Design circle_arc_draw, sky130hd; sources not shown.
### PDN straps and rails

Pins as bars on the die edge.
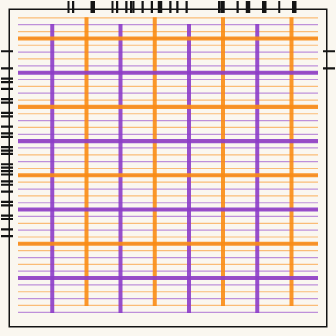
Key: VSS = purple; VDD = orange
The core has 43 rows. 8 straps on met4.
core footprint: 13930 sq um
Die W: 125.5 microns

### Placement by cell class

Scale bar: 50 microns.
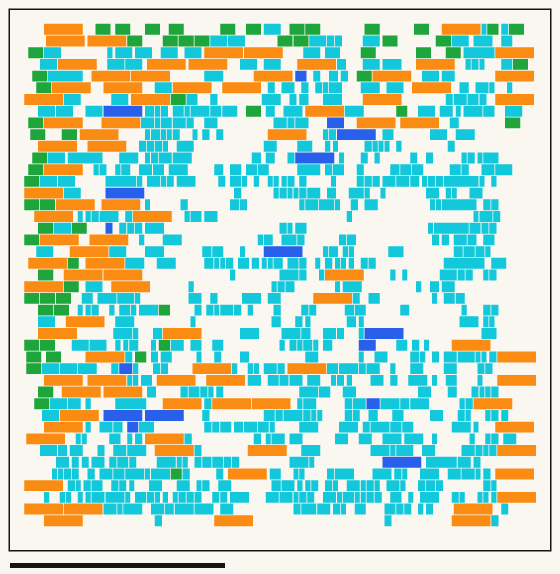
Key: remaining buffers and delay cells = green [cells 62]; registers = orange [cells 89]; clock drivers and dummy loads = blue [cells 16]; remaining logic cells = cyan [cells 688]
Cell Rows: 43
final core utilization: 57.91%
flop share of the area: 27.60%
final instance area: 8069 sq um

### Clock network drawn from the DEF

Scale bar: 50 microns.
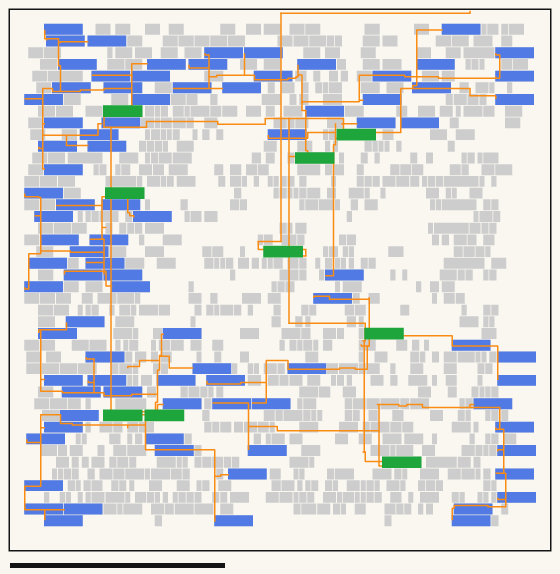
Key: clock-net drivers = green [count 9]; flip-flops = blue [count 89]; clock wires = orange [length 1380 microns]
Position of the flops: all over the die. There are 10 routed clock nets.
P_clk: 0.401 mW
clk latency late pin: 360 ps
Worst Skew: 9.195 ps
clock share of power: 12.0%

### Metal layers overlaid

Only two layers are drawn.
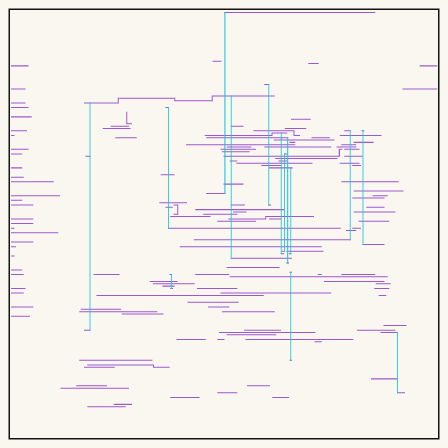
Key: M3 = purple [wire length 1550 microns]; M4 = cyan [wire length 477 microns]
vias: 6412
GRT Overall Usage: 27.15%

==> results.py <==
# Synthesis and PnR figures
metrics = {
    "clocking": {
        "cts_resized": 0,
        "numCtsBuffers": 9,
        "postCtsSetupBuffers": 0,
        "ctsRootBufferMaster": "clkbuf_16",
    },
    "floorplanning": {
        "fp-utilization_pct": 51.26,
        "die-area_sq_um": 15760,
        "ioPinCount": 57,
    },
    "logic_synthesis": {
        "ys_sh_simple_pct": 16.89,
        "synth-edff-count": 0,
        "most_common_cell": "dfrtp_1",
        "netlist.area_leader.share_pct": 31.18,
        "xor_share_pct": 6.008,
        "synth_area_sq_um": 7143,
        "common_cells": "dfrtp_1 (89), nor2_1 (80), nand2_1 (72)",
        "async_reset_ff_share_pct": 100.0,
        "topCellsByArea": "dfrtp_1 (31%), ha_1 (10%), mux2_2 (7.4%), o21ai_0 (4.8%), a21oi_1 (4.3%)",
        "yosysWarnings": 0,
        "synth_top_cell_by_area": "dfrtp_1",
        "synth_nets": 924,
        "synthTopLogicFamily": "AND-OR/OR-AND gates",
        "ys_ff": 89,
    },
    "placed_design": {
        "io_buffers": 56,
        "dp_hpwl_mm": 16.09,
    },
    "run": {
        "drv_cap": 0,
    },
    "route": {
        "vias_per_cell": 6.195,
        "wl_met1_mm": 9.972,
        "wl_met2_mm": 9.297,
        "wl_met3_mm": 1.545,
        "first_pass_iters": 6,
        "wl_per_cell_microns": 20.57,
        "top_layer": "met4",
        "drtIter0Drc": 614,
    },
    "grt": {
        "grt_most_used_layer": "met2",
        "grt_overflow_total": 0,
        "antenna_found_initial": 0,
        "grt_pass1_wl_mm": 33.78,
        "globalRouteMet3Util_pct": 4.186,
        "grt_pass1_vias": 6100,
    },
    "power": {
        "internal_power_mw": 1.758,
        "p_sw_share_pct": 47.40,
        "ir_worst_vdd_mv": 0.2284,
        "power.group.top": "combinational cells",
        "p_sw_mw": 1.584,
        "power_density_nw_per_um2": 414.2,
        "p_comb_mw": 2.14,
        "pwr-share-comb_pct": 63.9,
        "p_leak_nw": 3.466,
    },
    "final_layout": {
        "sequential_cell_total": 89,
        "diodes": 0,
        "comb_cells": 653,
        "biggestCellCategory": "multi-input combinational cells",
        "fill_cells": 1185,
        "clk_share_pct": 3.535,
        "inv_count": 35,
        "final_nets": 948,
        "comb_share_pct": 56.97,
    },
    "worst_hold_path": {
        "min_path_type": "reg2reg",
    },
    "worst_setup_path": {
        "cp_num_cells": 15,
        "cp_num_buf_inv": 2,
        "r2r_setup_slack_ps": 4000,
        "crit_fanout": 21,
        "worst_setup_path_start_kind": "flop",
        "crit_slowest_cell": "dfrtp_1",
        "crit_path_end_kind": "flop",
    },
    "final_timing": {
        "period_used_pct": 52.90,
        "rsz0062_at_grt": "no",
        "tns_ps": 0,
        "max-slew-margin-rel_pct": 28.28,
        "slew_viol_final": 0,
    },
    "status": {
        "outcome": "complete, no violations",
    },
}
==> cell usage in the layout, fill, tap and decap left out, drive strengths merged, types with 21 or more instances in the layout <==
cell type	netlist	routed
xor2	21	21
o21ai	70	70
nor3	22	22
nand3	26	26
a21oi	61	61
nand2	72	72
inv	35	39
mux2	47	47
ha	57	57
clkdlybuf4s50	0	55
xnor2	28	28
dfrtp	89	89
nor2	80	80
==> per-stage QoR <==
| step | total power [mW] | cell area (sq um) | utilization (%) | setup slack (ps) |
|---|---|---|---|---|
| global placement | 2.836 | 7781 | 55.84 | 4024 |
| CTS | 3.320 | 8066 | 57.89 | 4032 |
| detailed placement | 2.910 | 7781 | 55.84 | 4033 |
| global route | 3.620 | 8069 | 57.91 | 3539 |
| finish | 3.342 | 8069 | 57.91 | 4004 |
| floorplan | 2.308 | 7143 | - | 4841 |
Power and IR drop assume default switching activity.
